`src/rtl/serial_adder_pkg.sv`:
```
// Shared definitions for the bit-serial adder: FSM encoding and operand-width legality.
package serial_adder_pkg;

    typedef enum logic [1:0] {
        ST_IDLE = 2'd0,
        ST_RUN  = 2'd1,
        ST_DONE = 2'd2
    } state_e;

    localparam int unsigned MIN_WIDTH = 2;

    function automatic bit width_legal(input int unsigned w);
        return w >= MIN_WIDTH;
    endfunction

endpackage

```
`src/rtl/fa_bit.sv`:
```
// One-bit combinational full adder; the per-bit datapath cell of the serial adder.
module fa_bit (
    input  logic x,
    input  logic y,
    input  logic z,
    output logic s,
    output logic c
);

    assign s = x ^ y ^ z;
    assign c = (x & y) | (x & z) | (y & z);

endmodule

```
`src/rtl/serial_adder.sv`:
```
// Bit-serial adder computing a + b + cin LSB-first over WIDTH cycles with one full-adder cell.
// Optional signed-overflow output enabled by defining SERIAL_ADDER_OVF_EN.
module serial_adder
    import serial_adder_pkg::*;
#(
    parameter int unsigned WIDTH = 8
) (
    input  logic             clk,
    input  logic             rst_n,
    input  logic             start_valid,
    output logic             start_ready,
    input  logic [WIDTH-1:0] a,
    input  logic [WIDTH-1:0] b,
    input  logic             cin,
    output logic [WIDTH-1:0] sum,
    output logic             cout,
    output logic             done_valid,
    input  logic             done_ready,
    output logic             busy
`ifdef SERIAL_ADDER_OVF_EN
   ,output logic             ovf
`endif
);

    localparam int unsigned CNT_W = $clog2(WIDTH);
    localparam logic [CNT_W-1:0] CNT_LAST = CNT_W'(WIDTH - 1);

    if (!width_legal(WIDTH)) begin : g_width_check
        $error("serial_adder: WIDTH must be at least 2");
    end

    state_e           state_q, state_d;
    logic [WIDTH-1:0] sa_q, sa_d;
    logic [WIDTH-1:0] sb_q, sb_d;
    logic [WIDTH-1:0] sum_q, sum_d;
    logic [CNT_W-1:0] cnt_q, cnt_d;
    logic             carry_q, carry_d;
    logic             start_ready_q, done_valid_q, busy_q;
    logic             fa_s, fa_c;
    logic             last_bit;
`ifdef SERIAL_ADDER_OVF_EN
    logic             ovf_q, ovf_d;
`endif

    fa_bit u_fa (
        .x (sa_q[0]),
        .y (sb_q[0]),
        .z (carry_q),
        .s (fa_s),
        .c (fa_c)
    );

    assign last_bit = (cnt_q == CNT_LAST);

    // Next-state and datapath update; the counter holds on the last bit so it never wraps.
    always_comb begin
        state_d = state_q;
        sa_d    = sa_q;
        sb_d    = sb_q;
        sum_d   = sum_q;
        cnt_d   = cnt_q;
        carry_d = carry_q;
`ifdef SERIAL_ADDER_OVF_EN
        ovf_d   = ovf_q;
`endif
        case (state_q)
            ST_IDLE: begin
                if (start_valid) begin
                    sa_d    = a;
                    sb_d    = b;
                    carry_d = cin;
                    cnt_d   = '0;
                    state_d = ST_RUN;
                end
            end
            ST_RUN: begin
                sa_d    = {1'b0, sa_q[WIDTH-1:1]};
                sb_d    = {1'b0, sb_q[WIDTH-1:1]};
                sum_d   = {fa_s, sum_q[WIDTH-1:1]};
                carry_d = fa_c;
                if (last_bit) begin
                    state_d = ST_DONE;
`ifdef SERIAL_ADDER_OVF_EN
                    ovf_d   = carry_q ^ fa_c;
`endif
                end else begin
                    cnt_d = cnt_q + CNT_W'(1);
                end
            end
            ST_DONE: begin
                if (done_ready) begin
                    state_d = ST_IDLE;
                end
            end
            default: state_d = ST_IDLE;
        endcase
    end

    // State, datapath and registered handshake flags; synchronous active-low reset.
    always_ff @(posedge clk) begin
        if (!rst_n) begin
            state_q       <= ST_IDLE;
            sa_q          <= '0;
            sb_q          <= '0;
            sum_q         <= '0;
            cnt_q         <= '0;
            carry_q       <= 1'b0;
            start_ready_q <= 1'b1;
            done_valid_q  <= 1'b0;
            busy_q        <= 1'b0;
`ifdef SERIAL_ADDER_OVF_EN
            ovf_q         <= 1'b0;
`endif
        end else begin
            state_q       <= state_d;
            sa_q          <= sa_d;
            sb_q          <= sb_d;
            sum_q         <= sum_d;
            cnt_q         <= cnt_d;
            carry_q       <= carry_d;
            start_ready_q <= (state_d == ST_IDLE);
            done_valid_q  <= (state_d == ST_DONE);
            busy_q        <= (state_d != ST_IDLE);
`ifdef SERIAL_ADDER_OVF_EN
            ovf_q         <= ovf_d;
`endif
        end
    end

    assign start_ready = start_ready_q;
    assign done_valid  = done_valid_q;
    assign busy        = busy_q;
    assign sum         = sum_q;
    assign cout        = carry_q;
`ifdef SERIAL_ADDER_OVF_EN
    assign ovf         = ovf_q;
`endif

endmodule

```
`config.mk`:
```
export PLATFORM = sky130hd
export DESIGN_NAME = serial_adder
export DESIGN_NICKNAME = d
export VERILOG_FILES = /design/src/rtl/serial_adder_pkg.sv /design/src/rtl/fa_bit.sv /design/src/rtl/serial_adder.sv
export SDC_FILE = /design/constraint.sdc
export NUM_CORES = 1
export LEC_CHECK = 0
export CAP_MARGIN = 20
export CORE_AREA = 2 2 61 63
export DETAILED_ROUTE_END_ITERATION = 8
export DIE_AREA = 0 0 63 65
export HOLD_SLACK_MARGIN = 0.02
export PLACE_DENSITY = 0.72
export SLEW_MARGIN = 0
export SYNTH_ARGS = -nofsm -noshare
export SYNTH_HDL_FRONTEND = slang
export SYNTH_SLANG_ARGS = --single-unit
```
`constraint.sdc`:
```
create_clock -name clk -period 1.3 [get_ports clk]
set_clock_uncertainty 0.15 [all_clocks]
set_input_delay 0.195 -clock clk [delete_from_list [all_inputs] [get_ports clk]]
set_output_delay 0.195 -clock clk [all_outputs]
set_load 0.02 [all_outputs]
```
### Routed metal, one color a layer, run 1

Bar = 20 µm.
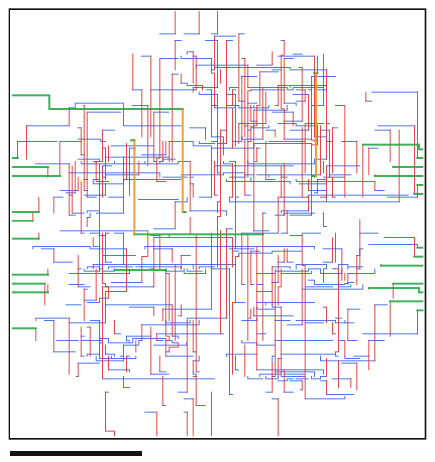
metal 1: shown in blue, wire length 1260 µm. metal 4: shown in orange, wire length 45.6 µm. metal 2: shown in red, wire length 1400 µm. metal 3: shown in green, wire length 150 µm.

### Port wiring, run 1

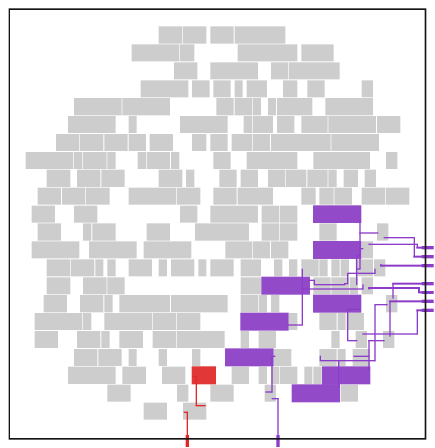
sum: shown in purple, bits 8, direction output, edge 7 right, 1 bottom, end cells 8, buffers 8, wire 167 µm. cin: shown in red, bits 1, direction input, edge bottom, end cells 1, buffers 1, wire 10.3 µm.
IO buf count: 32
Ports: 33

### Ports around the boundary, run 1

Pins as bars across the die edge, other pins in gray.
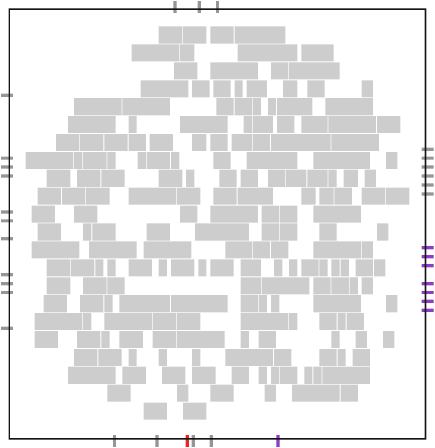
sum: shown in purple, pins 8, direction output, edge 7 right, 1 bottom. cin: shown in red, pins 1, direction input, edge bottom.
All pins by edge: 13 right, 11 left, 6 bottom, 3 top.
Die Wd: 63 µm
die height: 65 µm

### Clock wires, drivers and flops, run 1

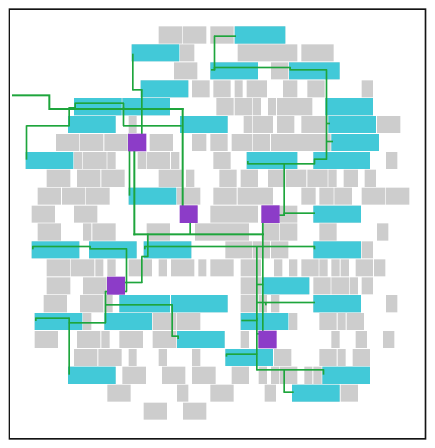
flip-flops: shown in cyan, count 33. clock drivers: shown in purple, count 5. clock wires: shown in green, length 384 µm.
Position of the flops: all over the die. There are 6 routed clock nets.

==> summary.txt, run 1 <==
impl run done, here's what came out: status=complete, but fails checks, failing checks=negative setup slack, Final nets=roughly 220, most numerous logic cell after layout=nand2_1, Routed WL=about 2.9 mm, R2R Path Start=cnt_q[0], Largest cells by area=dfxtp_1 (45%), mux2i_1 (10%), o211a_1 (10%), nand2_1 (8.7%), a21boi_0 (6.2%), most used cell along the critical path=ha_4, final period utilization=103.5%, vias in the first global route=approximately 1100, synthesis area per yosys=1464 µm², final hold vios=0, Clock Latency Late Sink=around 320 ps, Fmax=~740 MHz, Initial DRT Pass Iterations=4, initial antenna violation count=0, Top-area cell share=~45%, CP Class=flip-flop to flip-flop, DP Wirelength=~2.1 mm, number of cells on the worst hold path=2, DRT iter0 DRCs=approximately 43, largest net degree at the start of global routing=31, HP Class=flip-flop to flip-flop, unrepaired setup endpoints after global routing=yes, slowest stage delay, CP=350 ps, flop2flop setup slack=-50 ps, WP data arrival=between 1000 and 1500 ps, Post-synth regs=33, clock tree buffer depth=2, Design Power=between 0.002 and 0.0025 W, sequential area share after synthesis=around 45%, Critical Path Fanout Max=6, Worst R2R End=busy, CTS tree=built, Synth Warn #=0, final worst-path setup slack=-45.65 ps, # hold bufs at CTS=0, asr flop ratio synth=0%, HP Start=sum[0], pwr/cell area=~1000 nW/µm², Clock Sink Count=33, global router's overall resource usage=between 10% and 20%, WL per Instance=11.79 µm, Max-cap violations=0, Critical Path Sink Type=flip-flop, main flop type=dfxtp_1, Max Slew Vio Count=0, crit-path cells=ha_4, ha_4, nand3b_1, a21boi_2, or2_1, Post-Syn Area=1464 µm², count of final setup violators=5, Nets at Floorplan=roughly 170, DRC=0, global route overflow=0, slowest cell on the critical path=dfxtp_2, layout cells sized above 1=a little over a quarter, vias=between 1000 and 1500, delay-heaviest family, CP=flip-flops, Post-DRT Antenna Nets=0, WP buf/inv=0, Routability Congestion=around 0.74, FP Core Util=a little over two fifths, clk slew on worst S/H paths=100 ps, path depth of the worst reg2reg path=5, number of enable flip-flop cells=0, Post-Synthesis Cells=roughly 150, most common logic cells in the final layout=nand2_1 (34), dfxtp_1 (27), clkdlybuf4s50_1 (20), worst endpoint required time=between 1000 and 1500 ps, clock root cell=clkbuf_4, Max-slew headroom=81.09%, Leak Pwr=0.9232 nW, tool warnings=28, Num CTS Buffers=5, Avg Vias per Cell=between 4 and 5, Hold Path Sink=sum[0], H-tree Lvls=2, yosys cell count=~150, Ant. Diodes=0, first-pass GRT wire length=4.905 mm, Worst setup SP type=flip-flop, Cell Type Count=28, Synth area leader=dfxtp_1, worst vdd ir=559.7 µV, Die ar.=4095 µm², Std-Cell Rows=22, syn_area_per_cell=approximately 10 µm²
## run 1: synth_stat cells, drive strengths merged, types with 2 or more instances
cell / n
a21boi: 13
a22oi: 2
a32oi: 2
buf: 9
clkbuf: 3
dfxtp: 33
ha: 2
mux2i: 15
nand2: 34
nand2b: 4
nor2: 2
nor2b: 2
o211a: 15
## run 1: per-layer routing
| metal | track usage, % | routed length [µm] |
|---|---|---|
| met1 | 17.12 | 1264 |
| met2 | 26.86 | 1404 |
| met3 | 3.646 | 149 |
| met4 | 7.500 | 45 |
| met5 | 0 | 0 |
## run 1: through the flow
step	hold WS, ps	instances	cell area, µm²	setup TNS, ps	util (%)
after floorplan	193.6	148	1505	0	-
after global placement	299.8	233	1956	-5216	55.94
after CTS	330.7	243	2038	-113.9	58.30
after global routing	341.6	243	1993	-570.9	57.02
final	309.0	243	1993	-114.5	57.02
after detailed placement	316.2	233	1956	-6188	55.94
## run 1: worst max-delay path by stage
stage | from | to | cells past startpoint
floorplan | cnt_q[1] | busy | 5
global placement | start_valid | sb_q[0] | 4
detailed placement | start_valid | sa_q[5] | 4
CTS | cnt_q[0] | busy | 5
global route | cnt_q[0] | busy | 5
finish | cnt_q[0] | busy | 5
## run 1: layout make-up
class | instances | area [µm²]
Sequential cell | 33 | 673.1
Clock buffer | 8 | 48.80
Multi-Input combinational cell | 103 | 784.5
Fill cell | 332 | 1503
Tap cell | 48 | 60.06
Timing Repair Buffer | 51 | 426.7
## run 1: registers in the layout, summed over array words and instances, names as in the netlist
register,flops
done_valid,1
cnt_q,3
sa_q,8
start_ready,1
sb_q,8
sum,8
state_q,2
cout,1
busy,1
## run 1: cell families after synthesis
logic type      Yosys count  share of synthesized area (%)
mux                      15                          10.26
fa+ha+maj                 3                          3.077
buf+inv                  12                          4.786
flops                    33                          45.13
simple gates             49                          15.39
compound gates           36                          21.37
## run 1: worst register-to-register path, delay by kind of cell, from the launching register on
family / cells / cell delay (ps)
flip-flops: 1 / 350
adder cells (fa/ha/maj): 2 / 330
AND/OR/NAND/NOR: 2 / 330
AND-OR/OR-AND: 1 / 80
## run 1: timing repair
| action | 4_1_cts | 5_1_grt |
|---|---|---|
| gates cloned | 0 | 0 |
| setup buffers | 2 | 0 |
| pin swaps | 4 | 3 |
| setup endpoints to repair | 40 | 33 |
| hold endpoints to repair | 0 | 0 |
| resized | 49 | 16 |
## run 1: where the power goes
group          internal, W  leakage, nW  switching, W
clock network     0.000216       0.0265      0.000311
registers          0.00108        0.274     0.0000429
logic             0.000208        0.623      0.000161
total              0.00150        0.923      0.000516
==> run 2: changes to the inputs <==
--- a/config.mk
+++ b/config.mk
@@ -11,7 +11,7 @@
 export DIE_AREA = 0 0 63 65
 export HOLD_SLACK_MARGIN = 0.02
 export PLACE_DENSITY = 0.72
-export SLEW_MARGIN = 0
+export SETUP_SLACK_MARGIN = 0.2
 export SYNTH_ARGS = -nofsm -noshare
 export SYNTH_HDL_FRONTEND = slang
 export SYNTH_SLANG_ARGS = --single-unit
### Ports around the boundary, run 2

Pins as bars across the die edge, other pins in gray.
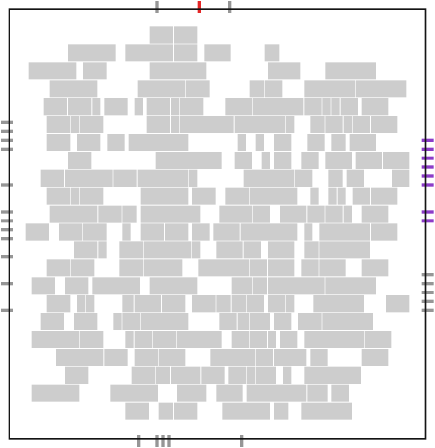
sum: shown in purple, pins 8, direction output, edge right. cin: shown in red, pins 1, direction input, edge top.
All pins by edge: 13 right, 12 left, 5 bottom, 3 top.

### Routed metal, one color a layer, run 2

Bar = 20 µm.
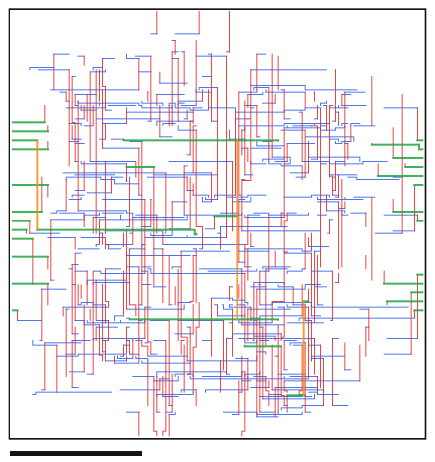
metal 1: shown in blue, wire length 1420 µm. metal 2: shown in red, wire length 1690 µm. metal 3: shown in green, wire length 179 µm. metal 4: shown in orange, wire length 55.1 µm.
vias: 1286
global router's overall resource usage: 16.71%

==> run 2 against run 1 <==
  * The run still ends with negative setup slack left
  * Global-route usage grew 1.5 points
  * Critical endpoint is now cnt_q[0]
  * Clock-buffer cell count decreased by 1
  * Sequential share of layout area down 4.5 points
  * Clock power grew 25%
==> summary.txt, run 2 <==
impl run done, here's what came out: status=complete, but fails checks (unchanged), failing checks=negative setup slack (unchanged), final core occ=67.36% (was 57.02%), Post-Syn Area=1464 µm² (unchanged), FP Core Util=41.88% (unchanged), DRT iter0 DRCs=43 (unchanged), Non-Filler Instances=256 (was 243), WL per Instance=13.05 µm (was 11.79 µm), yosys cell count=148 (unchanged), Ant. Diodes=0 (unchanged), CTS tree=built (unchanged), main flop type=dfxtp_1 (unchanged), final worst-path setup slack=-87.30 ps (was -45.65 ps), most common logic cells in the final layout=nand2_1 (28), clkdlybuf4s50_1 (20), buf_4 (20) (was nand2_1 (34), dfxtp_1 (27), clkdlybuf4s50_1 (20)), top cells by count, synth=nand2_1 (34), dfxtp_1 (33), mux2i_1 (15), o211a_1 (15), a21boi_0 (12) (unchanged), Routability Congestion=0.7588 (was 0.7384), Nets at Floorplan=172 (unchanged), Synth-to-Final Area Change=60.85% (was 36.15%), clock tree buffer depth=2 (unchanged), Num CTS Buffers=5 (unchanged), # hold bufs at CTS=0 (unchanged), Max-slew headroom=85.40% (was 81.09%), vias in the first global route=1269 (was 1139), DRC=0 (unchanged), Leak Pwr=1.074 nW (was 0.9232 nW), first-pass GRT wire length=5.340 mm (was 4.905 mm), Switching Share=25.75% (was 25.58%), worst endpoint required time=1410 ps (was 1370 ps), Clock Latency Late Sink=330 ps (was 320 ps), P_int=0.001698 W (was 0.001500 W), combinational power share=22.2% (was 18.3%), clk slew on worst S/H paths=100 ps (about the same), final period utilization=106.7% (was 103.5%), asr flop ratio synth=0% (unchanged), Std-Cell Rows=22 (unchanged), pwr/cell area=970.9 nW/µm² (was 1011 nW/µm²), initial antenna violation count=0 (unchanged), sequential fraction of design power=49.0% (was 55.5%), Post-synth regs=33 (unchanged), most numerous logic cell after layout=nand2_1 (unchanged), switching power=0.0005887 W (was 0.0005156 W), worst vdd ir=651.7 µV (was 559.7 µV), Critical Path Fanout Max=6 (unchanged), layout cells sized above 1=44.71% (was 27.18%), number of enable flip-flop cells=0 (unchanged), # fillers=301 (was 332), Sequential Area=689.4 µm² (was 673.1 µm²), cell count after placement=237 (was 233), Initial DRT Pass Iterations=4 (unchanged), Top-area cell share=45.13% (unchanged), Routed WL=3.342 mm (was 2.864 mm), Final nets=231 (was 218), Max-cap violations=0 (unchanged), Ports=33 (unchanged), Comb gate area=859.6 µm² (was 784.5 µm²), Avg Vias per Cell=5.023 (was 4.860), Synth area leader=dfxtp_1 (unchanged), global route overflow=0 (unchanged), Clock Sink Count=33 (unchanged), final hold vios=0 (unchanged), largest net degree at the start of global routing=23 (was 31), CP Class=flip-flop to flip-flop (unchanged), clock root cell=clkbuf_4 (unchanged), WP data arrival=1500 ps (was 1410 ps), H-tree Lvls=2 (unchanged), Die ar.=4095 µm² (unchanged), Largest cells by area=dfxtp_1 (45%), mux2i_1 (10%), o211a_1 (10%), nand2_1 (8.7%), a21boi_0 (6.2%) (unchanged), sequential area share after synthesis=45.13% (unchanged), Max Slew Vio Count=0 (unchanged), Die Wd=63 µm (unchanged), Synth Warn #=0 (unchanged), CORE AREA=3496 µm² (unchanged), count of final setup violators=22 (was 5), unrepaired setup endpoints after global routing=yes (unchanged), Post-DRT Antenna Nets=0 (unchanged), Worst setup SP type=flip-flop (unchanged), Design Power=0.002286 W (was 0.002016 W), IO buf count=32 (unchanged), syn_area_per_cell=9.891 µm² (unchanged), Clk pwr share=28.8% (was 26.1%), synthesis area per yosys=1464 µm² (unchanged), Fmax=720.8 MHz (was 743.1 MHz), count leader, synth=nand2_1 (unchanged), DP Wirelength=2.197 mm (was 2.115 mm), die height=65 µm (unchanged), Critical Path Sink Type=flip-flop (unchanged), Worst Tran Pin Value=218.1 ps (was 283.1 ps), HP Class=flip-flop to flip-flop (unchanged), Post-Synthesis Cells=148 (unchanged), tool warnings=29 (was 28), fin crit period=1387 ps (was 1346 ps), Cell Type Count=28 (unchanged)
### Port wiring, run 2

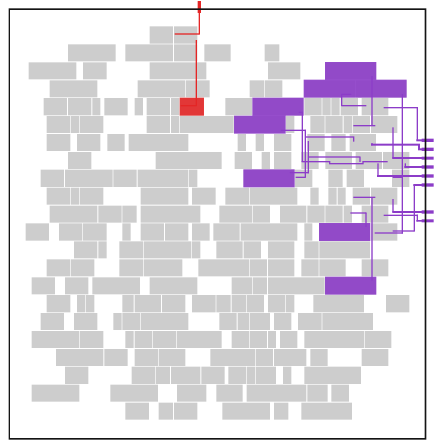
cin: shown in red, bits 1, direction input, edge top, end cells 1, buffers 1, wire 19.2 µm. sum: shown in purple, bits 8, direction output, edge right, end cells 8, buffers 8, wire 186 µm.

-- run 2: logic make-up (layout without fill, tap and decap cells) --
kind of cell / Yosys count / in the layout / synth area share [%]
AOI/OAI and AO/OA: 36 / 36 / 21.37
adders and majority gates: 3 / 3 / 3.077
buffers and inverters: 12 / 72 / 4.786
DFF: 33 / 33 / 45.13
muxes: 15 / 15 / 10.26
and+or+nand+nor: 49 / 49 / 15.39
-- run 2: routing by layer --
metal | routed length, µm | vias to the layer above | global-route usage, % | share of wire, %
li1 | - | 638 | - | -
met1 | 1420 | 605 | 17.80 | 42
met2 | 1689 | 36 | 30.05 | 51
met3 | 178 | 7 | 6.076 | 5.3
met4 | 55 | 0 | 6.389 | 1.6
met5 | 0 | - | 0 | 0
-- run 2: metrics by stage --
stage | hold WS [ps] | setup TNS (ps) | area, µm² | worst slack, ps
2_1_floorplan | 199.4 | 0 | 1562 | 19.29
3_3_place_gp | 291.1 | -5013 | 2008 | -212.5
3_5_place_dp | 295.5 | -5400 | 2008 | -229.3
4_1_cts | 315.0 | -347.6 | 2216 | -81.24
5_1_grt | 331.4 | -1601 | 2355 | -134.7
6_report | 310.9 | -585.6 | 2355 | -87.30
-- run 2: layout make-up --
class	instances	area share (%)
Timing Repair Buffer	64	28.69
Tap cell	48	2.550
Multi-Input combinational cell	103	36.50
Clock buffer	7	2.763
Sequential cell	33	29.28
Clock inverter	1	0.2125
-- run 2: power by group through the flow --
stage / clock network [W] / registers, W / logic, W
after global routing: 0.000731 / 0.00113 / 0.000554
after floorplan: 0 / 0.00115 / 0.000238
after detailed placement: 0 / 0.00114 / 0.000394
after CTS: 0.000678 / 0.00112 / 0.000454
after global placement: 0 / 0.00113 / 0.000380
final: 0.000658 / 0.00112 / 0.000509
-- run 2: critical path, cell delays in order (launching register included) --
cell	delay, ps
dfxtp_4	360
ha_4	160
ha_4	180
nor4b_4	230
a31oi_1	80
a21boi_1	150
-- run 2: timing repair --
action,4_1_cts,5_1_grt
buffers inserted,3,4
gates resized,100,18
endpoints found under the setup margin,45,45
pin swaps,6,12
cloned,2,2
-- run 2: final timing paths --
| path | startpoint | to | slack (ps) | cells after the start |
|---|---|---|---|---|
| max reg2reg | cnt_q[0] | cnt_q[0] | -90 | 5 |
| min | sum[0] | sum[0] | 310 | 2 |
| min reg2reg | sum[0] | sum[0] | 310 | 2 |
| max | cnt_q[0] | cnt_q[0] | -90 | 5 |
==> run 3: changes to the inputs <==
--- a/config.mk
+++ b/config.mk
@@ -7,11 +7,13 @@
 export LEC_CHECK = 0
 export CAP_MARGIN = 20
 export CORE_AREA = 2 2 61 63
+export CTS_CLUSTER_DIAMETER = 200
 export DETAILED_ROUTE_END_ITERATION = 8
 export DIE_AREA = 0 0 63 65
 export HOLD_SLACK_MARGIN = 0.02
 export PLACE_DENSITY = 0.72
 export SETUP_SLACK_MARGIN = 0.2
+export SKIP_LAST_GASP = 1
 export SYNTH_ARGS = -nofsm -noshare
 export SYNTH_HDL_FRONTEND = slang
 export SYNTH_SLANG_ARGS = --single-unit
==> constraint.sdc (replaced) <==
create_clock -name clk -period 1.3 [get_ports clk]
set_clock_uncertainty 0.15 [all_clocks]
set_input_delay 0.195 -clock clk [delete_from_list [all_inputs] [get_ports clk]]
set_output_delay 0.195 -clock clk [all_outputs]
set_load 0.05 [all_outputs]
### Routed metal, one color a layer, run 3

Bar = 20 µm.
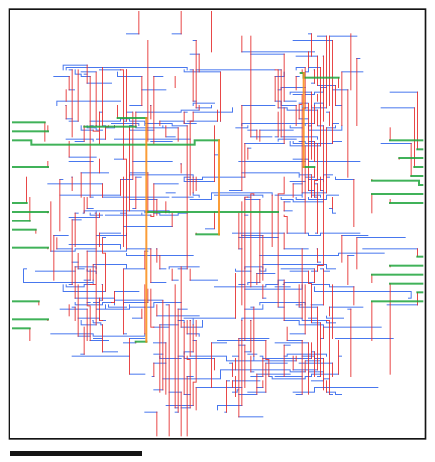
metal 4: shown in orange, wire length 62.6 µm. metal 2: shown in red, wire length 1430 µm. metal 3: shown in green, wire length 183 µm. metal 1: shown in blue, wire length 1290 µm.

### Clock wires, drivers and flops, run 3

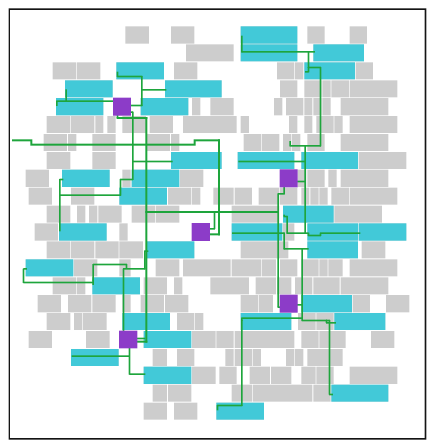
clock wires: shown in green, length 409 µm. flip-flops: shown in cyan, count 33. clock drivers: shown in purple, count 5.
There are 6 routed clock nets.
Clk pwr share: 25.7%
clk pwr: 0.000542 W
Clock Latency Late Sink: 330 ps

==> run 3 against run 2 <==
  * The flow still finishes with violations (negative setup slack)
  * Die size did not move
  * Global-route usage is 0.48 points lower
  * Flip-flop count is the same
  * Total power down 7.6%
  * Combinational power fell by 11%
  * Worst hold slack better by 24 ps
  * Synthesized cell count is the same
  * Area after synthesis stayed put
  * Clock-buffer cell count decreased by 1
  * Non-clock buffer count is 14 lower
  * Sequential power about the same
  * Critical path type unchanged
  * Highest routed layer unchanged
==> summary.txt, run 3 <==
impl run done, here's what came out: status=complete, but fails checks (unchanged), failing checks=negative setup slack (unchanged), Die Wd=63 µm (unchanged), WP data arrival=1420 ps (was 1500 ps), most used cell along the critical path=ha_4 (unchanged), Nets at Floorplan=172 (unchanged), synthesis area per yosys=1464 µm² (unchanged), Final nets=217 (was 231), Synth-to-Final Area Change=51.03% (was 60.85%), global router's overall resource usage=16.23% (was 16.71%), Worst setup SP type=flip-flop (unchanged), Post-synth regs=33 (unchanged), Die ar.=4095 µm² (unchanged), Num CTS Buffers=5 (unchanged), Max-cap violations=0 (unchanged), vias in the first global route=1165 (was 1269), DRC=0 (unchanged), final hold vios=0 (unchanged), Synth logic family=AND-OR/OR-AND gates (unchanged), P_int=0.001534 W (was 0.001698 W), Post-Synthesis Cells=148 (unchanged), HP Class=flip-flop to flip-flop (unchanged), number of enable flip-flop cells=0 (unchanged), CORE AREA=3496 µm² (unchanged), unrepaired setup endpoints after global routing=yes (unchanged), Cell Type Count=28 (unchanged), Max Slew Vio Count=0 (unchanged), WP buf/inv=0 (unchanged), final worst-path setup slack=-38.29 ps (was -87.30 ps), Worst Tran Pin Value=158.8 ps (was 218.1 ps), global route overflow=0 (unchanged), Switching Share=27.42% (was 25.75%), Synth mux share=10.26% (unchanged), syn_area_per_cell=9.891 µm² (unchanged), Post-DRT Antenna Nets=0 (unchanged), met2 Track Usage GR=27.79% (was 30.05%), Max-slew headroom=89.11% (was 85.40%), Synth area leader=dfxtp_1 (unchanged), delay-heaviest family, CP=flip-flops (unchanged), most common logic cells in the final layout=nand2_1 (34), clkdlybuf4s50_1 (20), dfxtp_1 (17) (was nand2_1 (28), clkdlybuf4s50_1 (20), buf_4 (20)), fin crit period=1338 ps (was 1387 ps), sequential area share after synthesis=45.13% (unchanged), Fmax=747.2 MHz (was 720.8 MHz), gr busiest metal=met2 (unchanged), HP Start=sum[0] (unchanged), top cells by count, synth=nand2_1 (34), dfxtp_1 (33), mux2i_1 (15), o211a_1 (15), a21boi_0 (12) (unchanged), count leader, synth=nand2_1 (unchanged), Design Power=0.002113 W (was 0.002286 W), CP Class=flip-flop to flip-flop (unchanged), clock tree buffer depth=2 (unchanged), Routability Congestion=0.7619 (was 0.7588), fa+ha+maj area frac=3.077% (unchanged), clk slew on worst S/H paths=100 ps (about the same), first-pass GRT wire length=5.099 mm (was 5.340 mm), yosys simple share=15.38% (unchanged), main flop type=dfxtp_1 (unchanged), H-tree Lvls=2 (unchanged), DP Wirelength=2.088 mm (was 2.197 mm), tool warnings=29 (unchanged), Top-area cell share=45.13% (unchanged), IO buf count=32 (unchanged), WL per Instance=12.26 µm (was 13.05 µm), pwr/cell area=955.7 nW/µm² (was 970.9 nW/µm²), FP Core Util=41.88% (unchanged), asr flop ratio synth=0% (unchanged), most numerous logic cell after layout=nand2_1 (unchanged), DRT iter0 DRCs=30 (was 43), Critical Path Sink Type=flip-flop (unchanged), worst endpoint required time=1380 ps (was 1410 ps), Initial DRT Pass Iterations=4 (unchanged), Ant. Diodes=0 (unchanged), Std-Cell Rows=22 (unchanged), CTS tree=built (unchanged), Largest cells by area=dfxtp_1 (45%), mux2i_1 (10%), o211a_1 (10%), nand2_1 (8.7%), a21boi_0 (6.2%) (unchanged), met1 Use GR=17.82% (was 17.80%), Clock Sink Count=33 (unchanged), Ports=33 (unchanged), switching power=0.0005794 W (was 0.0005887 W), slowest cell on the critical path=dfxtp_4 (unchanged), Routed WL=2.968 mm (was 3.342 mm), Worst Setup SP=cnt_q[0] (unchanged), worst hold slack=334.8 ps (was 310.9 ps), worst vdd ir=572.2 µV (was 651.7 µV), yosys aoi share=21.37% (unchanged), Leak Pwr=0.9812 nW (was 1.074 nW), Synth Warn #=0 (unchanged), combinational power share=21.5% (was 22.2%), yosys cell count=148 (unchanged), Post-Syn Area=1464 µm² (unchanged), die height=65 µm (unchanged), clock root cell=clkbuf_4 (unchanged), # fillers=308 (was 301), Avg Vias per Cell=4.963 (was 5.023), initial antenna violation count=0 (unchanged), largest net degree at the start of global routing=31 (was 23), Critical Path Fanout Max=6 (unchanged), slowest stage delay, CP=360 ps (about the same), crit-path cells=ha_4, ha_4, nand3b_1, a21boi_2, or2_1 (was ha_4, ha_4, nor4b_4, a31oi_1, a21boi_1), count of final setup violators=19 (was 22), layout cells sized above 1=33.51% (was 44.71%), met3 Track Usage GR=4.861% (was 6.076%), vias=1201 (was 1286), final period utilization=102.9% (was 106.7%), sequential fraction of design power=52.9% (was 49.0%), XOR Share, Synth=0% (unchanged), R2R Path Start=cnt_q[0] (unchanged)
### Port wiring, run 3

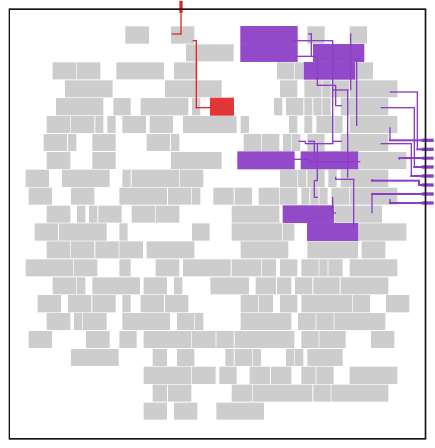
sum: shown in purple, bits 8, direction output, edge right, end cells 8, buffers 8, wire 194 µm. cin: shown in red, bits 1, direction input, edge top, end cells 1, buffers 1, wire 18.1 µm.

## run 3: cell count changes in the layout (fill, tap and decap cells not counted), sizes merged
cell    previous run  this run
buf               42        30
clkinv             1         2
clkbuf             9         6
## run 3: logic make-up (layout without fill, tap and decap cells)
kind of cell | count (synthesis) | after routing
AOI/OAI and AO/OA | 36 | 36
muxes | 15 | 15
DFF | 33 | 33
buffers and inverters | 12 | 58
adders and majority gates | 3 | 3
and+or+nand+nor | 49 | 49
## run 3: routing by layer
| layer | vias up | wire length, µm |
|---|---|---|
| met5 | - | 0 |
| met4 | 0 | 62 |
| li1 | 608 | - |
| met1 | 549 | 1293 |
| met2 | 37 | 1429 |
| met3 | 7 | 182 |
## run 3: area by class of cell
cell class	instances	area, µm²	share of cell area [%]
Multi-Input combinational cell	103	790.8	35.77
Timing Repair Buffer	50	613.1	27.73
Clock inverter	2	10.01	0.4527
Tap cell	48	60.06	2.716
Clock buffer	6	41.29	1.868
Sequential cell	33	695.7	31.47
## run 3: worst reg2reg max path, delay by kind of cell (launching register included)
| kind | cells | cell delay, ps |
|---|---|---|
| AND-OR/OR-AND | 1 | 80 |
| flip-flops | 1 | 360 |
| AND/OR/NAND/NOR | 2 | 320 |
| adder cells (fa/ha/maj) | 2 | 330 |
## run 3: final timing paths
check | slack, ps | depth (start not counted) | end
worst max register to register | -40 | 5 | busy
worst min-delay path | 330 | 2 | sum[0]
worst max-delay path | -40 | 5 | busy
worst min register to register | 330 | 2 | sum[0]
## run 3: timing repair
action                                  in CTS  in global routing
hold endpoints to repair                     0                  0
pin swaps                                    5                  0
gates resized                               19                  7
endpoints found under the setup margin      45                 45
hold buffers                                 0                  0
setup buffers                                6                  3
## run 3: stage by stage
stage                     TNS [ps]  area, µm²  instances  utilization, %  setup WS, ps
after floorplan                  0       1549        148               -         18.58
after global placement       -5138       2046        225           58.52        -242.3
after detailed placement     -6240       2046        225           58.52        -271.0
after CTS                   -150.1       2166        239           61.95        -40.24
after global routing         -1365       2211        242           63.24        -114.8
final                       -270.3       2211        242           63.24        -38.29
## run 3: power by group through the flow
stage,combinational [W],clock [W],sequential (W)
after floorplan,0.000233,0,0.00117
after global placement,0.000418,0,0.00114
after detailed placement,0.000434,0,0.00114
after CTS,0.000447,0.000567,0.00112
after global routing,0.000496,0.000602,0.00113
final,0.000453,0.000542,0.00112

==> layout pictures side by side <==
Placement view.
Plate I
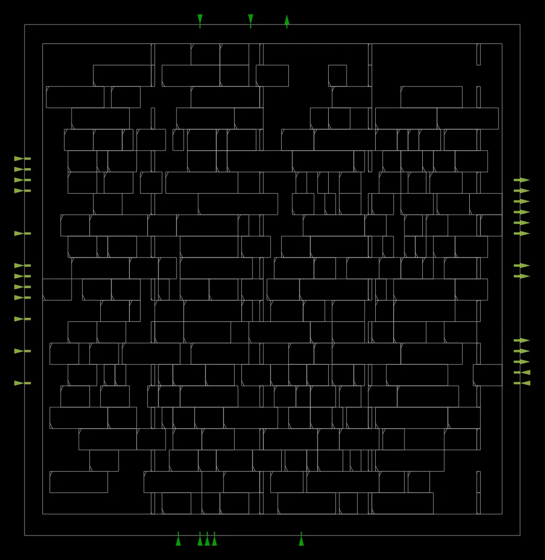
Plate II
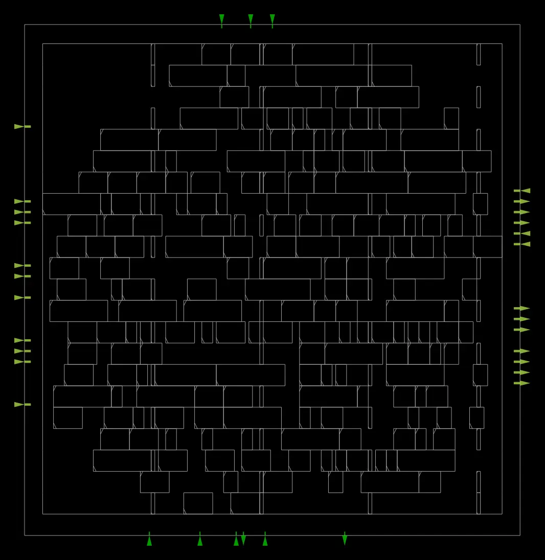
Plate III
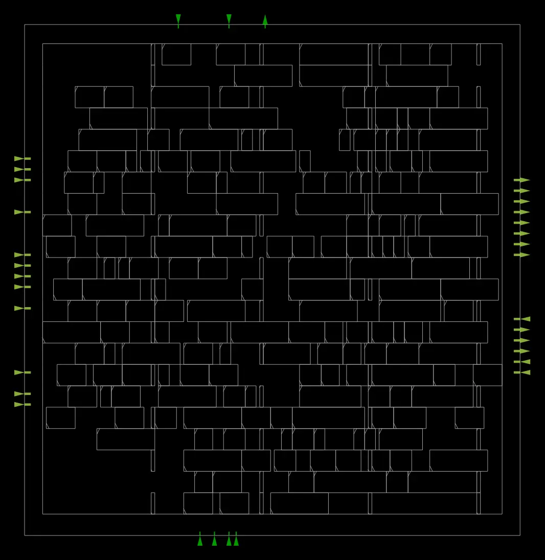
- Plate I = run 2
- Plate II = run 1
- Plate III = run 3

No activity file was given, so power comes from the tool's default toggle rates.
